File: config.mk
export PLATFORM = sky130hd
export DESIGN_NAME = urv_pipe_ctrl_flat
export DESIGN_NICKNAME = d
export VERILOG_FILES = /design/src/rtl/urv_pipe_ctrl_if.sv /design/src/rtl/urv_pipe_ctrl.sv /design/src/flat_wrapper.sv
export SDC_FILE = /design/constraint.sdc
export NUM_CORES = 1
export LEC_CHECK = 0
export CAP_MARGIN = 10
export CORE_MARGIN = 2
export CORE_UTILIZATION = 35
export CTS_CLUSTER_DIAMETER = 30
export DETAILED_ROUTE_END_ITERATION = 6
export GPL_ROUTABILITY_DRIVEN = 0
export PLACE_DENSITY = 0.68
export SYNTH_ARGS = -nofsm -noshare
export SYNTH_HDL_FRONTEND = slang
export SYNTH_SLANG_ARGS = --single-unit
File: constraint.sdc
create_clock -name clk_i -period 2.22 [get_ports clk_i]
set_clock_uncertainty 0.05 [all_clocks]
set_input_delay 0.222 -clock clk_i [delete_from_list [all_inputs] [get_ports clk_i]]
set_output_delay 0.222 -clock clk_i [all_outputs]
set_load 0.005 [all_outputs]
File: src/rtl/urv_pipe_ctrl_if.sv
// Stall/kill/redirect/divide/debug signal bundle between urv_pipe_ctrl and the
// uRV stage modules.
//   master : the pipeline controller. It takes the per-stage requests and
//            drives the per-stage stall/kill and status outputs.
//   slave  : the stage side. It drives the requests and receives stall/kill.
interface urv_pipe_ctrl_if;
  logic f_stall_req_i;
  logic d_stall_req_i;
  logic x_stall_req_i;
  logic w_stall_req_i;
  logic x_redirect_i;
  logic x_div_start_i;
  logic dbg_halt_req_i;
  logic dbg_resume_i;

  logic f_stall_o;
  logic d_stall_o;
  logic x_stall_o;
  logic w_stall_o;
  logic f_kill_o;
  logic d_kill_o;
  logic x_kill_o;
  logic x_div_done_o;
  logic div_busy_o;
  logic dbg_halted_o;

  modport master (
    input  f_stall_req_i, d_stall_req_i, x_stall_req_i, w_stall_req_i,
    input  x_redirect_i, x_div_start_i, dbg_halt_req_i, dbg_resume_i,
    output f_stall_o, d_stall_o, x_stall_o, w_stall_o,
    output f_kill_o, d_kill_o, x_kill_o,
    output x_div_done_o, div_busy_o, dbg_halted_o
  );

  modport slave (
    output f_stall_req_i, d_stall_req_i, x_stall_req_i, w_stall_req_i,
    output x_redirect_i, x_div_start_i, dbg_halt_req_i, dbg_resume_i,
    input  f_stall_o, d_stall_o, x_stall_o, w_stall_o,
    input  f_kill_o, d_kill_o, x_kill_o,
    input  x_div_done_o, div_busy_o, dbg_halted_o
  );
endinterface

File: src/rtl/urv_pipe_ctrl.sv
// Central uRV pipeline sequencer.
//
// It combines the per-stage stall requests, X-stage redirects and multi-cycle
// divide issue into the stall and kill controls for the F/D/X/W stages. It
// also owns the divide busy counter. It owns the debug halt sequence only when
// the debug halt macro described below is defined.
//
// Ports:
//   clk_i : core clock
//   rst_i : synchronous active-high reset
//   bus   : urv_pipe_ctrl_if.master. Inputs are the stall requests, redirect,
//           divide start and debug halt/resume. Outputs are the per-stage
//           stall/kill, x_div_done_o, div_busy_o and dbg_halted_o.
//
// Parameters:
//   g_div_cycles  : X-stage cycles a divide occupies (2..63)
//   g_kill_cycles : cycles F/D kill stays high after a redirect (1..7)
//
// Build option:
//   URV_PIPE_CTRL_DEBUG_EN : enables the debug halt/resume sequence. When it
//   is not defined, the debug inputs are ignored and dbg_halted_o is 0.
module urv_pipe_ctrl #(
  parameter int unsigned g_div_cycles  = 32,
  parameter int unsigned g_kill_cycles = 2
) (
  input  logic             clk_i,
  input  logic             rst_i,
  urv_pipe_ctrl_if.master  bus
);

  localparam int unsigned DIV_CNT_W  = 6;
  localparam int unsigned KILL_CNT_W = 3;

  typedef enum logic [1:0] {RUN, DIV, HALT_WAIT, HALTED} state_t;

  state_t                  state, state_nxt;
  logic [DIV_CNT_W-1:0]    div_cnt, div_cnt_nxt;
  logic [KILL_CNT_W-1:0]   kill_cnt, kill_cnt_nxt;
  logic                    halt_first, halt_first_nxt;

  logic run;
  logic div_start, div_done, div_hold;
  logic halt_stall;
  logic w_stall, x_hold, x_stall, f_stall;
  logic redirect_acc, kill_active, kill_free;

`ifdef URV_PIPE_CTRL_DEBUG_EN
  assign halt_stall = (state == HALTED);
`else
  assign halt_stall = 1'b0;
  logic unused_dbg;
  assign unused_dbg = bus.dbg_halt_req_i ^ bus.dbg_resume_i;
`endif

  // Everything except the kills is forced low while reset is asserted.
  assign run       = ~rst_i;
  assign div_start = run & (state == RUN) & bus.x_div_start_i;
  assign div_done  = (state == DIV) & (div_cnt == DIV_CNT_W'(1));
  assign div_hold  = (state == DIV) & ~div_done;

  // Back-propagating stall chain.
  // x_hold leaves out the divide start cycle so that a redirect retiring
  // alongside a new divide is still accepted.
  assign w_stall = run & (bus.w_stall_req_i | halt_stall);
  assign x_hold  = run & (w_stall | bus.x_stall_req_i | div_hold | halt_stall);
  assign x_stall = x_hold | div_start;
  assign f_stall = run & (x_stall | bus.d_stall_req_i | bus.f_stall_req_i | halt_stall);

  assign redirect_acc = run & bus.x_redirect_i & ~x_hold;
  assign kill_active  = (kill_cnt != '0);
  assign kill_free    = ~redirect_acc & ~kill_active;

  assign bus.w_stall_o    = w_stall;
  assign bus.x_stall_o    = x_stall;
  assign bus.d_stall_o    = x_stall;
  assign bus.f_stall_o    = f_stall;
  assign bus.f_kill_o     = rst_i | redirect_acc | kill_active;
  assign bus.d_kill_o     = rst_i | redirect_acc | kill_active;
  assign bus.x_kill_o     = rst_i | halt_first;
  assign bus.x_div_done_o = run & div_done;
  assign bus.div_busy_o   = run & (state == DIV);
  assign bus.dbg_halted_o = run & (state == HALTED);

  // Next-state and counter logic.
  always_comb begin
    state_nxt      = state;
    div_cnt_nxt    = div_cnt;
    kill_cnt_nxt   = kill_cnt;
    halt_first_nxt = 1'b0;

    // A redirect inside the kill window restarts the window.
    if (redirect_acc) begin
      kill_cnt_nxt = KILL_CNT_W'(g_kill_cycles - 1);
    end else if (kill_active) begin
      kill_cnt_nxt = kill_cnt - KILL_CNT_W'(1);
    end

    unique case (state)
      RUN: begin
        if (div_start) begin
          state_nxt   = DIV;
          div_cnt_nxt = DIV_CNT_W'(g_div_cycles - 1);
        end
`ifdef URV_PIPE_CTRL_DEBUG_EN
        else if (bus.dbg_halt_req_i && kill_free) begin
          state_nxt = HALT_WAIT;
        end
`endif
      end
      DIV: begin
        div_cnt_nxt = div_cnt - DIV_CNT_W'(1);
        if (div_done) begin
          state_nxt = RUN;
`ifdef URV_PIPE_CTRL_DEBUG_EN
          // A halt request deferred during the divide is taken right away.
          if (bus.dbg_halt_req_i && kill_free) state_nxt = HALT_WAIT;
`endif
        end
      end
`ifdef URV_PIPE_CTRL_DEBUG_EN
      HALT_WAIT: begin
        if (!bus.x_stall_req_i && !bus.w_stall_req_i) begin
          state_nxt      = HALTED;
          halt_first_nxt = 1'b1;
        end
      end
      HALTED: begin
        if (bus.dbg_resume_i) state_nxt = RUN;
      end
`endif
      default: state_nxt = RUN;
    endcase
  end

  // State and counter registers.
  always_ff @(posedge clk_i) begin
    if (rst_i) begin
      state      <= RUN;
      div_cnt    <= '0;
      kill_cnt   <= '0;
      halt_first <= 1'b0;
    end else begin
      state      <= state_nxt;
      div_cnt    <= div_cnt_nxt;
      kill_cnt   <= kill_cnt_nxt;
      halt_first <= halt_first_nxt;
    end
  end

endmodule

File: src/flat_wrapper.sv
// flat-port wrapper written by rule: the top's interface ports become plain ports
module urv_pipe_ctrl_flat 
#(
  parameter int unsigned g_div_cycles  = 32,
  parameter int unsigned g_kill_cycles = 2
)
  (clk_i, rst_i, bus_f_stall_req_i, bus_d_stall_req_i, bus_x_stall_req_i, bus_w_stall_req_i, bus_x_redirect_i, bus_x_div_start_i, bus_dbg_halt_req_i, bus_dbg_resume_i, bus_f_stall_o, bus_d_stall_o, bus_x_stall_o, bus_w_stall_o, bus_f_kill_o, bus_d_kill_o, bus_x_kill_o, bus_x_div_done_o, bus_div_busy_o, bus_dbg_halted_o);
  urv_pipe_ctrl_if bus_i ();
  input  logic clk_i;
  input  logic rst_i;
  input wire logic [$bits(bus_i.f_stall_req_i)-1:0] bus_f_stall_req_i;
  input wire logic [$bits(bus_i.d_stall_req_i)-1:0] bus_d_stall_req_i;
  input wire logic [$bits(bus_i.x_stall_req_i)-1:0] bus_x_stall_req_i;
  input wire logic [$bits(bus_i.w_stall_req_i)-1:0] bus_w_stall_req_i;
  input wire logic [$bits(bus_i.x_redirect_i)-1:0] bus_x_redirect_i;
  input wire logic [$bits(bus_i.x_div_start_i)-1:0] bus_x_div_start_i;
  input wire logic [$bits(bus_i.dbg_halt_req_i)-1:0] bus_dbg_halt_req_i;
  input wire logic [$bits(bus_i.dbg_resume_i)-1:0] bus_dbg_resume_i;
  output wire logic [$bits(bus_i.f_stall_o)-1:0] bus_f_stall_o;
  output wire logic [$bits(bus_i.d_stall_o)-1:0] bus_d_stall_o;
  output wire logic [$bits(bus_i.x_stall_o)-1:0] bus_x_stall_o;
  output wire logic [$bits(bus_i.w_stall_o)-1:0] bus_w_stall_o;
  output wire logic [$bits(bus_i.f_kill_o)-1:0] bus_f_kill_o;
  output wire logic [$bits(bus_i.d_kill_o)-1:0] bus_d_kill_o;
  output wire logic [$bits(bus_i.x_kill_o)-1:0] bus_x_kill_o;
  output wire logic [$bits(bus_i.x_div_done_o)-1:0] bus_x_div_done_o;
  output wire logic [$bits(bus_i.div_busy_o)-1:0] bus_div_busy_o;
  output wire logic [$bits(bus_i.dbg_halted_o)-1:0] bus_dbg_halted_o;
  assign bus_i.f_stall_req_i = bus_f_stall_req_i;
  assign bus_i.d_stall_req_i = bus_d_stall_req_i;
  assign bus_i.x_stall_req_i = bus_x_stall_req_i;
  assign bus_i.w_stall_req_i = bus_w_stall_req_i;
  assign bus_i.x_redirect_i = bus_x_redirect_i;
  assign bus_i.x_div_start_i = bus_x_div_start_i;
  assign bus_i.dbg_halt_req_i = bus_dbg_halt_req_i;
  assign bus_i.dbg_resume_i = bus_dbg_resume_i;
  assign bus_f_stall_o = bus_i.f_stall_o;
  assign bus_d_stall_o = bus_i.d_stall_o;
  assign bus_x_stall_o = bus_i.x_stall_o;
  assign bus_w_stall_o = bus_i.w_stall_o;
  assign bus_f_kill_o = bus_i.f_kill_o;
  assign bus_d_kill_o = bus_i.d_kill_o;
  assign bus_x_kill_o = bus_i.x_kill_o;
  assign bus_x_div_done_o = bus_i.x_div_done_o;
  assign bus_div_busy_o = bus_i.div_busy_o;
  assign bus_dbg_halted_o = bus_i.dbg_halted_o;
  urv_pipe_ctrl #(.g_div_cycles(g_div_cycles), .g_kill_cycles(g_kill_cycles)) u_core (.clk_i(clk_i), .rst_i(rst_i), .bus(bus_i));
endmodule
Figure 1. Sequential cells grouped by signal name (run 1).
Bar = 10 um. Other sequential cells in the stronger gray, the rest of the logic in the fainter gray.
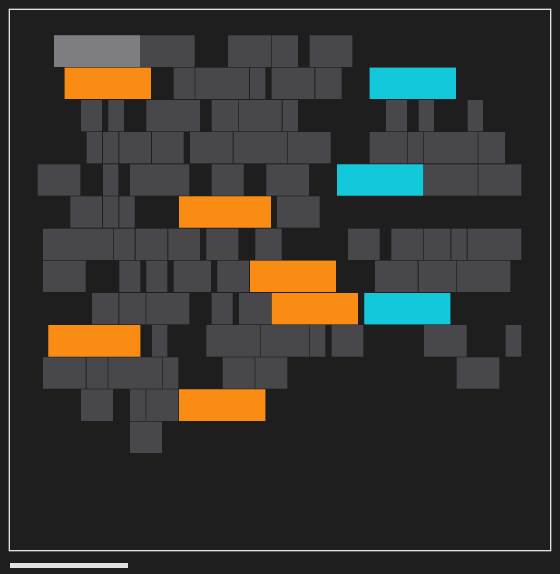
u_core.div_cnt -> orange  # placed flops 6
u_core.kill_cnt -> cyan  # placed flops 3
not colored = 1

Figure 2. Routing congestion (run 1).
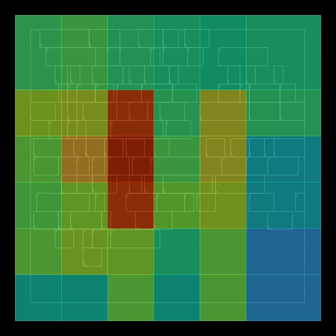
global router's overall resource usage: 13.4%
wire length per cell: 12.0 um
final core utilization: 51.4%

Figure 3. I/O nets highlighted (run 1).
Bar = 10 um.
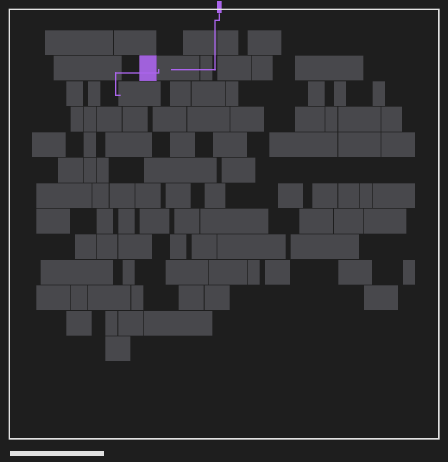
bus_x_stall_o -> purple  # bits 1, direction output, edge top, end cells 1, buffers 1, wire 18.8 um
number of top-level design ports: 20
input/output buffers: 16

Figure 4. Gate-type map (run 1).
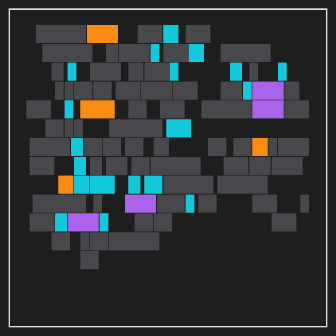
AND and OR gates -> orange  # cells 4
adder and majority cells -> purple  # cells 4, most used ha_1
NOR gates -> cyan  # cells 19, most used nor2_1
highest-count logic cell in the final layout: clkdlybuf4s50_1
tally of non-filler cells in the final layout: 109
fraction of standard cell area in multi-input logic: 41.5%

==> run notes, run 1 <==
The flow completed. According to the cell report, flip-flops and latches in the layout number 10. Wire length of the first global-routing pass landed at 2.03 mm. Worst hold slack across all endpoints landed at 0.455 ns. The synthesis stats list as the most numerous cell dfxtp_1. Chip height landed at 45.6 um. Synthesis produced 71 cells. The detailed router reported a total wirelength of 1.31 mm.

Number of nets still failing antenna checks after routing landed at 0. Cell count after placement landed at 104. First-pass iteration count of the detailed router landed at 3.

After synthesis the cells add up to 607 um^2. For this run, the final setup violation count is recorded as 0. Per the final report, the share of cell area in clock cells is 2.62%. Worst path required time landed at 1.95 ns. The layout summary lists the proportion of cells stronger than drive strength 1 as 18.5%. Non-clock buffers make up 27.1% of the layout cell area. Power per unit of standard cell area landed at 740 nW/um^2.

Number of warnings in the stage logs landed at 30. H-tree depth reported by CTS landed at 1. Pin count of the biggest net entering global routing landed at 11.

Sequential share of cell area landed at 23.6%. Post-layout worst setup margin landed at 0.0905 ns. Count of fill cells added during filler insertion landed at 149.

STA classifies the critical path startpoint as a register. Looking at hold timing, the worst path starts from u_core.kill_cnt[1]$_SDFFE_PP0P_. Total power after layout landed at 0.635 mW.

Setup repair after global routing left no endpoint under its margin. The initial antenna violation count came to 0. Per STA, the startpoint of the critical path is u_core.div_cnt[3]$_SDFFE_PP0P_. Leakage power of the design landed at 0.390 nW. In the final timing run, aggregate negative setup slack is 0 ns. When the netlist entered floorplanning its net count stood at 85. The synth_stat.txt file lists the number of cells as 71. STA lists the maximum fanout along the critical path as 5. Area of all sequential standard cells landed at 203 um^2. Number of sinks driven by the clock tree landed at 10. The final max-slew violation count recorded for this run is 0. For this run, the register share of the synthesized area comes to 33.0%. Peak ir drop on the vdd network landed at 0.314 mV.

STA reports the tightest min-delay check as being of type reg -> reg. The most common logic cells in the final layout are 11 x clkdlybuf4s50_1, 8 x nor2_1, 8 x buf_4, 8 x dfxtp_1. Area of the core region landed at 1670 um^2. Looking at the reg2reg group, the worst path starts from u_core.div_cnt[3]$_SDFFE_PP0P_.

After detailed routing, the number of remaining DRC violations is 0. Number of failing hold endpoints at the final stage landed at 0. By area, logic gates come first. Register-to-register path setup slack landed at 0.53 ns.

The run finished with clean final reports. Number of well taps landed at 17. By area the synthesized netlist is led by dfxtp_1 33%, ha_1 8.2%, buf_4 4.9%, nor2_1 4.9%, nor3_1 4.1%. For reference, the post-synthesis area per instance comes to 8.55 um^2. In this run, synthesis inferred 0 flip-flops with an integrated enable. The report counts max-capacitance violations totalling 0. Measured along the x axis, the die boundary spans 45.6 um. Maximum operating frequency landed at 470 MHz. Clock tree buffer count of the final layout landed at 3. During synthesis, Yosys emitted a total of 0 warnings.

Latest clock arrival within the worst-skew pair landed at 0.26 ns. Instance count along the most critical hold path landed at 2. Total grt overflow landed at 0. STA shows the worst reg2reg path with a cell count of 4.

The synthesized design devotes to its leading area cell type 33.0% of total area. Fraction of synthesis flops using an asynchronous set or reset pin landed at 0%. Clock-pin transition on the worst setup and hold timing paths landed at 0.07 ns. Number of clock buffers inserted by TritonCTS landed at 3. Distinct cell type count of the synthesized netlist landed at 34.

In the synthesized netlist, the cells that appear most often are 10 x dfxtp_1, 8 x nor2_1, 5 x inv_1, 5 x nor3_1. In the synthesis report, Yosys lists the chip area as 607 um^2. Leaving out the clock tree, the finished layout contains a buffer count of 24. Post-detailed-placement cell area landed at 795 um^2. The finished design was reported to have a net count of 108. The worst setup path is of the reg -> out kind.

The routed layout has 557 vias. Among all flip-flop cells after synthesis, the most frequent one is dfxtp_1. For this run, the script counts the antenna cells in the layout as 0. HPWL reported at the end of detailed placement landed at 1.00 mm.

Per the log, the first TritonRoute iteration ended with a DRC count of 4. Portion of the clock cycle consumed by the worst path in the final layout landed at 95.9%. For this design, the CTS-stage hold fixing added 0 buffers. Critical path data arrival time landed at 1.86 ns. Number of logic gates landed at 49. Summing all non-filler instances in the final layout gives an area of 858 um^2. The number of global-route vias before repair is 497. According to the floorplan log, the row count is 15. TritonCTS built the clock tree. From synthesis to final layout, the design area changed by 41.4%. Placement-stage worst setup slack landed at 0.109 ns. Footprint of the multi-input gates landed at 357 um^2. The routed design shows a via density per instance of 5.11. In this run the critical register-to-register path is captured at u_core.div_cnt[5]$_SDFFE_PP0P_. The clock passes through at most 2 buffers. The root buffer cell chosen for the clock tree is clkbuf_4.

The floorplan step defined a die boundary enclosing 2080 um^2.
run 1: registers in the layout, indices dropped and copies added (netlist names):
register and flops:
u_core.state 1, u_core.div_cnt 6, u_core.kill_cnt 3
run 1: kinds of logic (layout without fill, tap and decap cells):
| logic type | Yosys count | count (layout) | synth area share (%) |
|---|---|---|---|
| adders and majority gates | 4 | 4 | 8.25 |
| xor gates and xnor gates | 1 | 1 | 1.44 |
| DFF | 10 | 10 | 33.0 |
| muxes | 2 | 2 | 3.51 |
| and+or+nand+nor | 27 | 27 | 26.4 |
| AOI/OAI and AO/OA | 14 | 14 | 16.7 |
| buffers and inverters | 12 | 33 | 10.1 |
| other | 1 | 1 | 0.618 |
run 1: metal layers:
metal  GRT usage, %  up-vias  wire length, um
met5              0        -                0
met4           3.53        0                0
met3           3.57        0               56
met2           22.3       11              629
met1           16.9      256              623
li1               -      290                -
run 1: worst max-delay path by stage:
stage | end | slack, ns | cells after the start
floorplan | bus_f_kill_o | 0.50 | 6
global placement | bus_d_kill_o | 0.11 | 5
detailed placement | bus_f_kill_o | 0.11 | 5
CTS | bus_f_kill_o | 0.005 | 6
global route | bus_x_div_done_o | 0.04 | 3
finish | bus_x_div_done_o | 0.09 | 3
run 1: critical path, cell delays in order, from the launching register on:
cell and delay (ns):
dfxtp_2 0.35, or4b_4 0.57, nor3_1 0.15, clkdlybuf4s50_1 0.52
run 1: where the power goes:
group	switching [mW]	leakage (nW)	internal [mW]
logic	0.128	0.292	0.147
clock network	0.0593	0.0138	0.0625
registers	0.0203	0.0836	0.218
run 1: repair_timing:
item / 4_1_cts / 5_1_grt
endpoints found under the hold margin: 0 / 0
endpoints found under the setup margin: 5 / 5
gates resized: 2 / 7
pin swaps: 0 / 1
buffers inserted: 1 / 1
==> inputs of run 2 (changes only) <==
--- a/config.mk
+++ b/config.mk
@@ -6,11 +6,10 @@
 export NUM_CORES = 1
 export LEC_CHECK = 0
-export CAP_MARGIN = 10
 export CORE_MARGIN = 2
-export CORE_UTILIZATION = 35
+export CORE_UTILIZATION = 43
 export CTS_CLUSTER_DIAMETER = 30
 export DETAILED_ROUTE_END_ITERATION = 6
 export GPL_ROUTABILITY_DRIVEN = 0
-export PLACE_DENSITY = 0.68
+export PLACE_DENSITY = 0.8
 export SYNTH_ARGS = -nofsm -noshare
 export SYNTH_HDL_FRONTEND = slang
==> constraint.sdc (replaced) <==
create_clock -name clk_i -period 2.22 [get_ports clk_i]
set_clock_uncertainty 0.05 [all_clocks]
set_input_delay 0.444 -clock clk_i [delete_from_list [all_inputs] [get_ports clk_i]]
set_output_delay 0.444 -clock clk_i [all_outputs]
set_load 0.005 [all_outputs]
Figure 5. I/O nets highlighted (run 2).
Bar = 10 um.
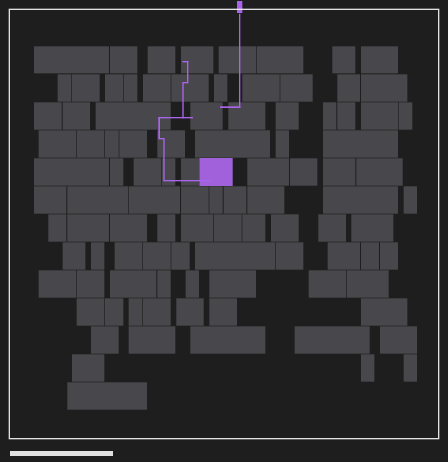
bus_x_stall_o -> purple  # bits 1, direction output, edge top, end cells 1, buffers 1, wire 31.6 um

==> run notes, run 2 <==
The flow completed. Wire length of the first global-routing pass landed at 2.49 mm. Across all setup checks in the final design, the least slack found is 0.0319 ns. The library cells used most frequently in the layout, excluding fill and tap cells, are 15 x buf_4, 8 x nor2_1, 8 x dfxtp_1, 7 x clkdlybuf4s50_1. Number of warnings in the stage logs landed at 31. The total area inside the core boundary comes to 1320 um^2. Pin placement for this block handled 20 I/O pins. The placement stage leaves a total instance area of 845 um^2.

Net switching power figure landed at 0.223 mW. The initial antenna violation count is 0. According to the dpl log, the detail-placed design has an HPWL of 1.06 mm.

Synthesis handed over a netlist of 71 instances. Counting endpoints that fail hold in the final report gives 0. Counting distinct cell types in the post-synthesis netlist gives 34. Per STA, the highest per-stage delay on the worst path measures 0.57 ns. Looking at the reg2reg group, the worst path starts from u_core.div_cnt[3]$_SDFFE_PP0P_. Total cells reported by yosys after synthesis landed at 71. Buffer-and-inverter tally for the worst setup path landed at 1.

In this run, synthesis inferred 0 flip-flops with an integrated enable. Share of synthesized area occupied by flip-flops and latches landed at 33.0%. Total number of vias landed at 620.

The area taken by multi-input combinational cells is reported as 369 um^2. The slowest stage of the critical path is the or4b_4 cell. Latest clock arrival within the worst-skew pair landed at 0.26 ns. The final timing report counts setup violations totalling 0.

Residual DRC count landed at 0. The worst setup path is launched from a register. Largest fanout of any net on the critical path landed at 3. First-pass iteration count of the detailed router landed at 4. Global routing used 19.0% of the available tracks across all layers. Detailed-route iteration 0 reported a violation count of 33. Power dissipated in sequential cells landed at 0.239 mW. In the final layout, flip-flops and latches occupy 203 um^2. Final cell area excluding filler cells landed at 910 um^2.

Final instance count without filler cells landed at 115. The flow ran to the end, and the final reports show no timing, DRC or antenna violations. Peak ir drop on the vdd network landed at 0.435 mV. Per the synthesis report, the single largest cell type by area occupies 33.0% of cell area. Count of warnings emitted by yosys landed at 0. Final count of pins violating max slew landed at 0. Total grt overflow landed at 0. The main area contributors are dfxtp_1 33%, ha_1 8.2%, buf_4 4.9%, nor2_1 4.9%, nor3_1 4.1%. TritonCTS built the clock tree. Portion of the clock cycle consumed by the worst path in the final layout landed at 98.6%.

Counting flops per register, the top entry is u_core.div_cnt. Worst path required time landed at 1.73 ns. Max-cap violations in this run came to 0.

Per the post-synthesis stats, the area per cell is 8.55 um^2. The script logs the ratio of routed vias to standard cells as 5.39. In this run the worst hold path is classified as reg -> reg. Per the layout report, the design carries 112 filler cells. Part of the total power dissipated in combinational logic landed at 44.9%. The register with the most flip-flops in the layout has 6 of them. Adding up every negative setup slack in the final design gives 0 ns. In the power breakdown, the biggest contributor is combinational logic. Die outline width landed at 41.6 um. Per the cell usage report, the commonest logic cell in the layout is buf_4. H-tree depth reported by CTS landed at 1. Total power normalized to cell area comes to 726 nW/um^2. The detailed placer reported the number of placed instances as 109. Critical path data arrival time landed at 1.69 ns. Clock-pin transition on the worst setup and hold timing paths landed at 0.06 ns. The synthesized netlist occupies a cell area of 607 um^2. The leakage power in the latest report is 0.429 nW.

Count of input and output buffers landed at 16. In the post-synthesis netlist, the cell with the most instances is dfxtp_1. For reference, the placement row count at floorplan is 13.
Figure 6. Sequential cells grouped by signal name (run 2).
Bar = 10 um. Other sequential cells in the stronger gray, the rest of the logic in the fainter gray.
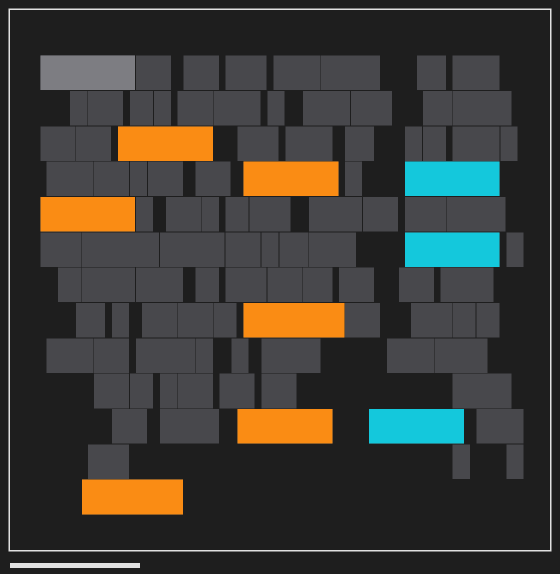
u_core.kill_cnt -> cyan  # placed flops 3
u_core.div_cnt -> orange  # placed flops 6
not colored = 1

## run 2: cell counts after synthesis
No cell type changed its count.
## run 2: final cells by class
type / count / area share, %
Clock buffer: 3 / 2.48
Inverter: 6 / 2.48
Multi-Input combinational cell: 49 / 40.6
Sequential cell: 10 / 22.3
Tap cell: 15 / 2.06
Timing Repair Buffer: 32 / 30.1
## run 2: path summary, 6_finish.rpt
path	end	slack, ns	cells after the start
setup / recovery	bus_x_stall_o	0.03	4
hold reg to reg	u_core.kill_cnt[1]$_SDFFE_PP0P_	0.47	2
hold / removal	u_core.kill_cnt[1]$_SDFFE_PP0P_	0.47	2
setup reg to reg	u_core.div_cnt[5]$_SDFFE_PP0P_	0.58	4
## run 2: cell families (layout without fill, tap and decap cells)
| kind of cell | after synthesis | after routing | synth area share (%) |
|---|---|---|---|
| fa+ha+maj | 4 | 4 | 8.25 |
| other cells | 1 | 1 | 0.618 |
| simple gates | 27 | 27 | 26.4 |
| buf+inv | 12 | 41 | 10.1 |
| mux | 2 | 2 | 3.51 |
| xor+xnor | 1 | 1 | 1.44 |
| compound gates | 14 | 14 | 16.7 |
| flops | 10 | 10 | 33.0 |
## run 2: metal layers
metal | track usage (%) | wire length [um]
met1 | 19.4 | 649
met2 | 33.1 | 838
met3 | 7.83 | 90
met4 | 9.03 | 14
met5 | 0 | 0
## run 2: what timing repair did
item	in CTS	in global routing
pin swaps	1	2
resized	13	10
hold buffers	0	0
cloned	0	0
setup buffers	2	1
endpoints found under the setup margin	6	7
endpoints found under the hold margin	0	0
## run 2: worst min-delay path: cells and delay by family, from the launching register on
family	cells	cell delay [ns]
and+or+nand+nor	1	0.10
DFF	1	0.32
AOI/OAI and AO/OA	1	0.06
==> inputs of run 3 (changes only) <==
Settings changed: HOLD_SLACK_MARGIN set to 0.08.
Figure 7. Layout detail (run 3).
Bar = 10 um. Window x 0 to 25, y 0 to 25 um. Cells in gray, sequential cells in the stronger gray; small squares are vias.
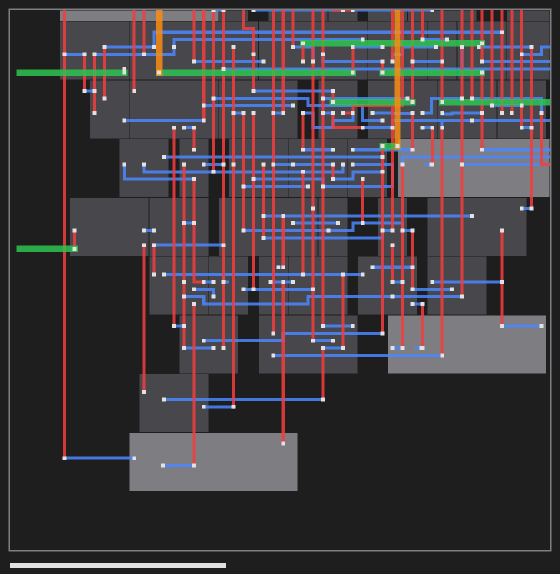
met1 -> blue
met4 -> orange
met3 -> green
met2 -> red
netlist names of flops here include = u_core.div_cnt (3)
cells with their middle in the window = 37
most frequent = buf_4 (5), inv_1 (3), nor3_1 (3)
sequential cells in the window = 3

==> run notes, run 3 <==
The flow completed. The flow ran to the end, and the final reports show no timing, DRC or antenna violations. Number of enable-type register cells in the synthesized netlist landed at 0. Once synthesis finished, the tally of register bits stood at 10. dfxtp_1 takes more of the synthesized area than any other cell. Number of cell instances on the worst register-to-register path landed at 4.

Detailed router's first-iteration violation count landed at 33. Total number of vias landed at 620. Post-detailed-routing wire length landed at 1.59 mm. The worst setup path is launched from a register. The most common cell in the synthesized netlist is dfxtp_1. The DRC violation total left in the routed layout is recorded as 0. Share of synthesized area occupied by flip-flops and latches landed at 33.0%. Area of all sequential standard cells landed at 203 um^2. Total power after layout landed at 0.661 mW. For this sky-water flow run, the detailed-routed wirelength per cell is reported as 13.8 um.

Sorting the synthesized cells by how often they occur yields 10 x dfxtp_1, 8 x nor2_1, 5 x inv_1, 5 x nor3_1. The largest register by flop count is u_core.div_cnt. Pins over their slew limit in the final report were tallied at 0. In this run the mean area of a mapped cell was 8.55 um^2. During placement, the flow inserted port buffers numbering 16. The largest registers in the layout are u_core.div_cnt x6, u_core.kill_cnt x3, u_core.state x1. Post-layout utilization of the core landed at 69.0%. Per STA, the startpoint of the critical path is u_core.div_cnt[3]$_SDFFE_PP0P_. Total of endpoints with negative setup slack in the final report landed at 0. Critical path data arrival time landed at 1.69 ns.

For the worst reg-to-reg path, the endpoint reported by OpenROAD is u_core.div_cnt[5]$_SDFFE_PP0P_. The cell sequence reported for the critical path is or4b_4, o21ai_4, a21oi_2, dlygate4sd2_1. Number of failing hold endpoints at the final stage landed at 0. Ranking logic cells in the layout by count gives the top entries 15 x buf_4, 8 x nor2_1, 8 x dfxtp_1, 7 x clkdlybuf4s50_1. The first global-routing pass estimated 2.49 mm of wire. The stat command in Yosys gives a chip area of 607 um^2. The tree is rooted in a clkbuf_4. Pin count of the biggest net entering global routing landed at 11.

Clock latency on the worst-skew pair, taken at its later pin, is 0.26 ns. The OpenROAD report gives the critical path a required time of 1.73 ns. The clock tree has to reach 10 sinks.

The synthesis log from Yosys contains 0 warnings. The setup path with the least slack is of type reg -> out. Across all stage logs, warnings added up to 31. After global routing, the most crowded layer is met2. Count of inserted antenna diode cells landed at 0.

On the worst path, the slowest cell contributes a delay of 0.57 ns. Die outline area landed at 1730 um^2. Synthesis-to-layout area growth landed at 49.9%. Once placement finished, the instance area stood at 845 um^2. Number of maximum-capacitance violations landed at 0. The routed design could run at a clock period as short as 2.19 ns. First-pass iteration count of the detailed router landed at 4.

Number of primary I/O pins landed at 20. Maximum clock path buffer count landed at 2. The synthesis report names the predominant flop master as dfxtp_1. Maximum operating frequency landed at 457 MHz. Total grt overflow landed at 0. Total nets after synthesis landed at 85. Per the OpenROAD floorplan log, the area of the core is 1320 um^2. Total power normalized to cell area comes to 726 nW/um^2. Final cell area excluding filler cells landed at 910 um^2. Clock-pin transition on the worst setup and hold timing paths landed at 0.06 ns. STA classifies the critical path endpoint as a primary output.

The largest individual stage delay along the critical path comes from the cell or4b_4. Chip height landed at 41.6 um. Largest fanout of any net on the critical path landed at 3. By instance count after routing, the leading logic cell type is buf_4.

The synthesized netlist handed to floorplanning was reported with a cell count of 71. For this design, Yosys synthesis ends with a cell count of 71. The main area contributors are dfxtp_1 33%, ha_1 8.2%, buf_4 4.9%, nor2_1 4.9%, nor3_1 4.1%.

For hold timing, the worst endpoint is u_core.kill_cnt[1]$_SDFFE_PP0P_. Leakage power of the design landed at 0.429 nW. The initial antenna violation count was 0. Flip-flop count of the largest register after layout landed at 6. Overall global routing resource usage landed at 19.0%. Peak ir drop on the vdd network landed at 0.435 mV. Cell area after synthesis landed at 607 um^2. Post-layout worst setup margin landed at 0.0319 ns. For flop-to-flop paths, the worst setup slack is 0.58 ns.

Mean number of vias per cell landed at 5.39. Cells with a size suffix above 1 make up 31.0% of the layout. Per the synthesis report, the single largest cell type by area occupies 33.0% of cell area. The startpoint identified for the worst hold timing path is u_core.kill_cnt[1]$_SDFFE_PP0P_. Fraction of synthesis flops using an asynchronous set or reset pin landed at 0%. The capture point of the critical path was reported as bus_x_stall_o.

Checking hold timing, the worst path is listed with class reg -> reg. Per the layout report, the design carries 112 filler cells. Initial cell density of the core landed at 46.1%. OpenROAD reports that the post-layout worst path occupies 98.6% of the period. According to the floorplan report, the die width is 41.6 um. The post-CTS hold buffer count recorded in the log is 0. The launch point of the worst register-to-register path is recorded as u_core.div_cnt[3]$_SDFFE_PP0P_. TritonCTS built the clock tree. H-tree depth reported by CTS landed at 1. The layout report lists the multi-input gate area as 369 um^2. Placement-stage worst setup slack landed at -0.321 ns. Per the synthesis report, the number of distinct cell types is 34. Number of nets still failing antenna checks after routing landed at 0.

HPWL reported at the end of detailed placement landed at 1.06 mm. The number of global-route vias before repair is 595. Instance count along the most critical hold path landed at 2. Count of standard-cell rows landed at 13. Number of clock buffers inserted by TritonCTS landed at 3. Number of nets in the layout landed at 116.
Figure 8. Routing congestion (run 3).
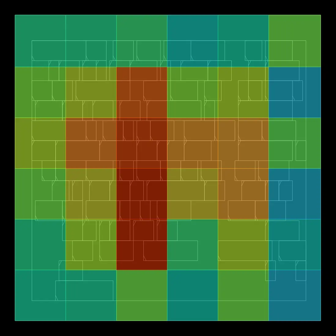
GR met1 Demand/Resource: 19.4%
global-route track usage on met2: 33.1%
GR Layer Usage met3: 7.83%

[run 3: cell counts after synthesis]
Identical to the previous run, type by type.
[run 3: kinds of logic (layout without fill, tap and decap cells)]
logic type,after synthesis,after routing,synth area share (%)
and+or+nand+nor,27,27,26.4
AOI/OAI and AO/OA,14,14,16.7
buffers and inverters,12,41,10.1
DFF,10,10,33.0
adders and majority gates,4,4,8.25
muxes,2,2,3.51
other,1,1,0.618
xor gates and xnor gates,1,1,1.44
[run 3: critical path, delay by kind of cell (launching register included)]
| kind | cells | cell delay (ns) |
|---|---|---|
| AOI/OAI and AO/OA | 2 | 0.28 |
| buffers and inverters | 1 | 0.27 |
| DFF | 1 | 0.32 |
| and+or+nand+nor | 1 | 0.57 |
[run 3: layer usage]
layer  vias to the layer above  part of all wire (%)  routed length, um
met5                         -                     0                  0
met4                         0                  0.88                 14
li1                        309                     -                  -
met2                        24                    53                838
met1                       283                    41                649
met3                         4                   5.7                 90
[run 3: timing repair]
item,4_1_cts,5_1_grt
setup endpoints to repair,6,7
buffers inserted,2,1
gates resized,13,10
pin swaps,1,2
[run 3: power breakdown]
group / total [mW] / internal [mW] / switching, mW
logic: 0.297 / 0.156 / 0.140
clock network: 0.125 / 0.0627 / 0.0622
registers: 0.239 / 0.218 / 0.0206
total: 0.661 / 0.437 / 0.223
[run 3: layout make-up]
type,count,area share (%)
multi-input cells,49,40.6
clock buffers,3,2.48
flip-flops and latches,10,22.3
well taps,15,2.06
repair buffers,32,30.1
inverters,6,2.48
[run 3: per-stage QoR]
step	instances	TNS, ns	hold WS, ns
after floorplan	71	0	0.418
after global placement	109	-1.05	0.437
after detailed placement	109	-1.19	0.452
after CTS	114	-0.0487	0.474
after global routing	115	-0.00618	0.483
final	115	0	0.469
Power is estimated from default activity; no workload was simulated.
